### src/rtl/pipelined_hca_adder.sv
// Pipelined Han-Carlson prefix adder with carry-in and valid/ready flow control.
// Optional signed-overflow output is enabled by defining HCA_OVF_EN.
module pipelined_hca_adder #(
    parameter int WIDTH       = 24,
    parameter int PIPE_STAGES = 2
) (
    input  logic             clk,
    input  logic             rst,
    input  logic             in_valid,
    output logic             in_ready,
    input  logic [WIDTH-1:0] x_i,
    input  logic [WIDTH-1:0] y_i,
    input  logic             cin_i,
    output logic             out_valid,
    input  logic             out_ready,
    output logic [WIDTH:0]   sum_o,
    output logic             ovf_o
);

    localparam int LVL  = $clog2(WIDTH) + 1;
    localparam int NLEV = LVL + 2;

    // Level index that register rank k follows (rounded, half up).
    function automatic int rank_pos(input int k);
        return (2 * k * NLEV + PIPE_STAGES) / (2 * PIPE_STAGES) - 1;
    endfunction

    // Rank number placed after prefix level lv, or 0 if none; the last rank is always after the sum level.
    function automatic int rank_at(input int lv);
        int r;
        r = 0;
        for (int k = 1; k < PIPE_STAGES; k++) begin
            if (rank_pos(k) == lv) r = k;
        end
        return r;
    endfunction

    logic [PIPE_STAGES:1] v_reg;
    logic [PIPE_STAGES:1] ld;
    logic [PIPE_STAGES:1] vin;
    logic                 ld_chain;

    // Load enables ripple back from the output so bubbles collapse.
    always_comb begin
        ld       = '0;
        vin      = '0;
        ld_chain = out_ready;
        for (int k = PIPE_STAGES; k >= 1; k--) begin
            ld[k]    = !v_reg[k] || ld_chain;
            ld_chain = ld[k];
        end
        vin[1] = in_valid;
        for (int k = 2; k <= PIPE_STAGES; k++) begin
            vin[k] = v_reg[k-1];
        end
    end

    always_ff @(posedge clk or posedge rst) begin
        if (rst) begin
            v_reg <= '0;
        end else begin
            for (int k = 1; k <= PIPE_STAGES; k++) begin
                if (ld[k]) v_reg[k] <= vin[k];
            end
        end
    end

    assign in_ready  = ld[1];
    assign out_valid = v_reg[PIPE_STAGES];

    for (genvar lv = 0; lv <= LVL; lv++) begin : g_lvl
        localparam int RK = rank_at(lv);
        logic [WIDTH-1:0] g_next, p_next, p0_next;
        logic             cin_next;
        logic [WIDTH-1:0] g_out, p_out, p0_out;
        logic             cin_out;

        if (lv == 0) begin : g_gp
            assign g_next   = x_i & y_i;
            assign p_next   = x_i ^ y_i;
            assign p0_next  = x_i ^ y_i;
            assign cin_next = cin_i;
        end else begin : g_prefix
            // Levels below LVL combine odd bits at doubling spans; level LVL fixes up even bits from their odd neighbour.
            localparam int SPAN = (lv < LVL) ? (1 << (lv - 1)) : 1;
            assign p0_next  = g_lvl[lv-1].p0_out;
            assign cin_next = g_lvl[lv-1].cin_out;
            for (genvar gi = 0; gi < WIDTH; gi++) begin : g_bit
                localparam bit COMBINE = (lv < LVL) ? ((gi % 2 == 1) && (gi >= SPAN))
                                                    : ((gi % 2 == 0) && (gi > 0));
                if (COMBINE) begin : g_op
                    assign g_next[gi] = g_lvl[lv-1].g_out[gi]
                                      | (g_lvl[lv-1].p_out[gi] & g_lvl[lv-1].g_out[gi-SPAN]);
                    assign p_next[gi] = g_lvl[lv-1].p_out[gi] & g_lvl[lv-1].p_out[gi-SPAN];
                end else begin : g_pass
                    assign g_next[gi] = g_lvl[lv-1].g_out[gi];
                    assign p_next[gi] = g_lvl[lv-1].p_out[gi];
                end
            end
        end

        if (RK != 0) begin : g_rank
            always_ff @(posedge clk or posedge rst) begin
                if (rst) begin
                    g_out   <= '0;
                    p_out   <= '0;
                    p0_out  <= '0;
                    cin_out <= 1'b0;
                end else if (ld[RK] && vin[RK]) begin
                    g_out   <= g_next;
                    p_out   <= p_next;
                    p0_out  <= p0_next;
                    cin_out <= cin_next;
                end
            end
        end else begin : g_thru
            assign g_out   = g_next;
            assign p_out   = p_next;
            assign p0_out  = p0_next;
            assign cin_out = cin_next;
        end
    end

    logic [WIDTH:0] carry;
    logic [WIDTH:0] sum_next;
    logic [WIDTH:0] sum_reg;

    // Group prefixes start at bit 0, so carry-in folds in with a single AND-OR per bit.
    always_comb begin
        carry    = '0;
        carry[0] = g_lvl[LVL].cin_out;
        for (int i = 0; i < WIDTH; i++) begin
            carry[i+1] = g_lvl[LVL].g_out[i] | (g_lvl[LVL].p_out[i] & g_lvl[LVL].cin_out);
        end
        sum_next = {carry[WIDTH], g_lvl[LVL].p0_out ^ carry[WIDTH-1:0]};
    end

    always_ff @(posedge clk or posedge rst) begin
        if (rst) begin
            sum_reg <= '0;
        end else if (ld[PIPE_STAGES] && vin[PIPE_STAGES]) begin
            sum_reg <= sum_next;
        end
    end

    assign sum_o = sum_reg;

`ifdef HCA_OVF_EN
    logic ovf_reg;

    always_ff @(posedge clk or posedge rst) begin
        if (rst) begin
            ovf_reg <= 1'b0;
        end else if (ld[PIPE_STAGES] && vin[PIPE_STAGES]) begin
            ovf_reg <= carry[WIDTH] ^ carry[WIDTH-1];
        end
    end

    assign ovf_o = ovf_reg;
`else
    assign ovf_o = 1'b0;
`endif

endmodule

### config.mk
export PLATFORM = sky130hd
export DESIGN_NAME = pipelined_hca_adder
export DESIGN_NICKNAME = d
export VERILOG_FILES = /design/src/rtl/pipelined_hca_adder.sv
export SDC_FILE = /design/constraint.sdc
export NUM_CORES = 1
export LEC_CHECK = 0
export ABC_AREA = 0
export CAP_MARGIN = 0
export CORE_MARGIN = 8
export CORE_UTILIZATION = 52
export DETAILED_ROUTE_END_ITERATION = 10
export PLACE_DENSITY = 0.91
export RECOVER_POWER = 25
export REMOVE_ABC_BUFFERS = 1
export SETUP_SLACK_MARGIN = 0.2
export SLEW_MARGIN = 20
export SYNTH_ARGS = -nofsm -noshare
export SYNTH_HDL_FRONTEND = slang
export SYNTH_SLANG_ARGS = --single-unit
export TNS_END_PERCENT = 30
### constraint.sdc
create_clock -name clk -period 3.1 [get_ports clk]
set_clock_uncertainty 0.2 [all_clocks]
set_input_delay 0.465 -clock clk [delete_from_list [all_inputs] [get_ports clk]]
set_output_delay 0.465 -clock clk [all_outputs]
set_load 0.005 [all_outputs]
### The metal 4 layer, run 1

Scale bar: 20 um. Cells faint in the background.
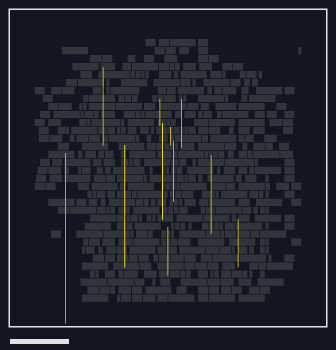
main direction	vertical
nets with wire on the layer	9
wire length on this layer	269 um
WL final: 10.52 mm
routed via count: 3363

### M1 wires, run 1

Cells faint in the background.
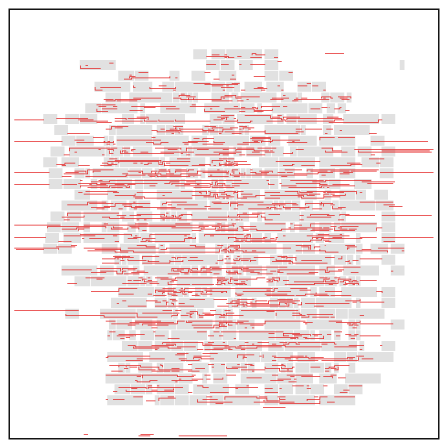
longest straight run	37.7 um
nets with wire on the layer	507
share of all routed wire	40%
main direction	horizontal
wire length on this layer	4200 um
met1 Use GR: 23.21%

### Congestion heat map, run 1

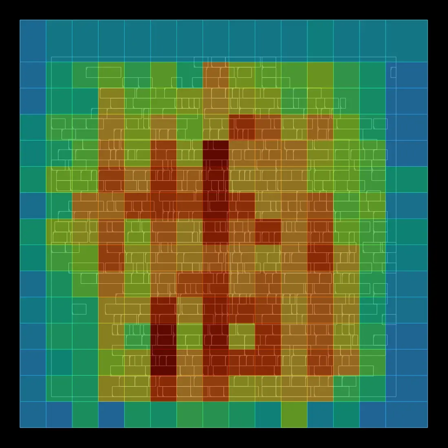
Util after Layout: 67.69%
total track usage: 19.28%

==> results_slide.txt, run 1 <==
Synthesis and Place & Route Summary

Power and ir drop
  – Top Consumer: registers
  – Leakage Power: ~0.0024 uW
  – Flop+latch power: 1550 uW
  – Switching share of total power: roughly 29%

CTS
  – CTS max path bufs: 2
  – Clk sinks: 88
  – CTS tree: built
  – Post-CTS sizing: 0
  – Number of hold buffers added after cts: 0

Critical path
  – CP max FO: 3
  – CP max stage cell: dlygate4sd3_1
  – Crit path depth: 3
  – Reg2reg setup slack: about 1.2 ns

Outcome
  – Failing checks: capacitance limit, slew limit
  – Status: finished, violations left

Floorplanning
  – Rows: 33
  – Full die area: around 12000 um2

Synth
  – Comb area leader: AND-OR/OR-AND gates
  – Synth warn: 0
  – Area share, top type: between 50% and 60%
  – # Cells Yosys: 393

Placement
  – Routability congestion estimate: around 0.89
  – Number of I/O port buffers: 79

STA
  – Relative slew slack: -14.57%
  – Fin crit share: 76.11%
  – Final min period: between 2 and 2.5 ns
  – Pins Over Slew Limit: 39

Finish
  – Share of cells above drive strength 1: between 10% and 20%
  – Clk tree area frac: roughly 4.2%
  – Fill cells: 597
  – Layout Nets: about 560

Detailed routing
  – DRT Pass-1 Iters: 4
  – Detail Route Antenna Nets: 0

Global routing
  – Grt total ovfl: 0
  – Grt peak-use layer: met2
  – Met2 usage: ~33%

Job
  – Log Warnings: 25
  – Max_cap viols: 1

Worst hold path
  – Worst Hold Launch: sum_o[11]
run 1: through the flow:
stage	area (um2)	power [uW]	utilization (%)	hold WS, ns
after floorplan	4303	2035	-	0.2490
after global placement	5309	2485	64.94	0.2616
after detailed placement	5309	2536	64.94	0.2711
after CTS	5540	3444	67.77	0.2905
after global routing	5534	3605	67.69	0.3127
final	5534	3418	67.69	0.2832
run 1: synthesized netlist by cell type (3+ instances only):
cell type and instances:
dfrtp_1 88, nand2_1 61, o21ai_0 44, mux2_2 41
a21oi_1 26, ha_1 25, xor2_1 14, nor2_1 11
and2_1 10, xnor2_1 9, buf_2 7, nand4_1 7
o31ai_1 7, clkbuf_1 5, a221oi_1 4, a2111oi_4 3
a21o_2 3, a311oi_1 3, and3_1 3, and3_4 3
nand2b_1 3, o41ai_1 3
## Run 2: what changed since run 1
==> constraint.sdc (replaced) <==
create_clock -name clk -period 2.45 [get_ports clk]
set_clock_uncertainty 0.2 [all_clocks]
set_input_delay 0.3675 -clock clk [delete_from_list [all_inputs] [get_ports clk]]
set_output_delay 0.3675 -clock clk [all_outputs]
set_load 0.005 [all_outputs]
### Signal wires on met3, run 2

Cells faint in the background.
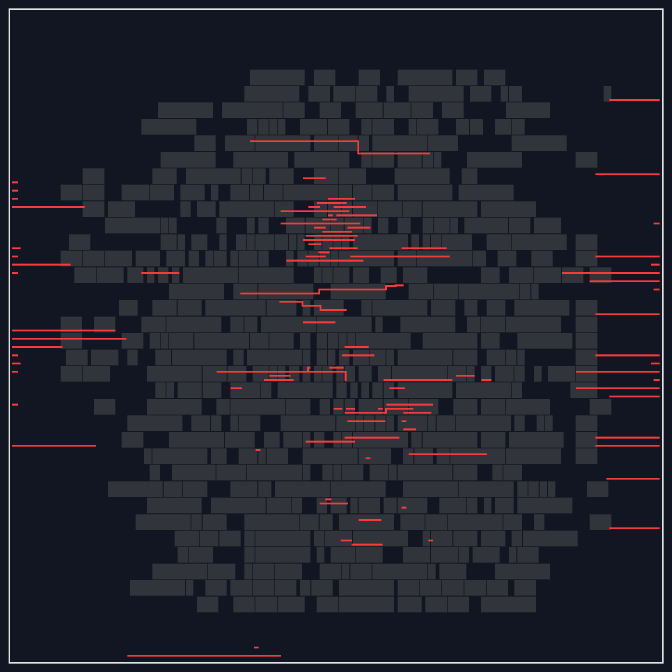
main direction	horizontal
nets with wire on the layer	72
wire length on this layer	612 um
met3 Usage GRT: 4.192%
routed via count: 3370
WL final: 10.56 mm

==> run 2 against run 1 <==
  * The flow now finishes without violations
  * Hold slack worse by 0.00098 ns
  * Core utilization shrank 0.23 points
  * Final cell count fell by 0.34%
  * Synthesized cell count unchanged
  * Critical endpoint unchanged
  * Highest routed layer unchanged
==> results_slide.txt, run 2 <==
Synthesis and Place & Route Summary

Outcome
  – Status: completed

Finish
  – Layout Nets: between 500 and 600
  – Util after Layout: between 60% and 70%
  – Final instance area: between 5000 and 6000 um2
  – Fill cells: just under 600

Detailed routing
  – DRT Pass-1 Iters: 5
  – Detail Route Antenna Nets: 0

Global routing
  – Total track usage: 18.62%
  – Met2 usage: between 30% and 40%

Critical path
  – Crit path depth: 3
  – CP max FO: 3

CTS
  – Clk sinks: 88
  – Post-CTS sizing: 0
  – CTS tree: built

STA
  – Pins Over Slew Limit: 0
  – Final min period: 2.173 ns
  – Fin crit share: 88.68%

Floorplanning
  – Full die area: 11600 um2
  – Rows: 33

Power and ir drop
  – Total power: 4134 uW

Job
  – Log Warnings: 25

Placement
  – Post-DP Area: about 5300 um2
[run 2: cell count changes in the layout (fill, tap and decap cells not counted)]
cell        previous run  this run
clkinv_2               0         1
buf_12                 1         4
bufinv_16              2         0
clkbuf_1               2         1
buf_4                  6         3
clkbuf_2               1         0
clkinvlp_4             1         2
[run 2: area by class of cell]
type                            count  area share [%]
Clock buffer                       12           2.813
Clock inverter                      4          0.5218
Inverter                            2          0.1588
Multi-Input combinational cell    289           38.00
Sequential cell                    88           39.93
Tap cell                          105           2.382
Timing Repair Buffer               86           16.20
[run 2: kinds of logic after synthesis]
kind of cell	share of synthesized area [%]
simple gates	10.53
compound gates	14.94
flops	50.37
mux	10.56
fa+ha+maj	7.155
xor+xnor	4.608
buf+inv	1.746
other cells	0.08578
Power is estimated from default activity; no workload was simulated.
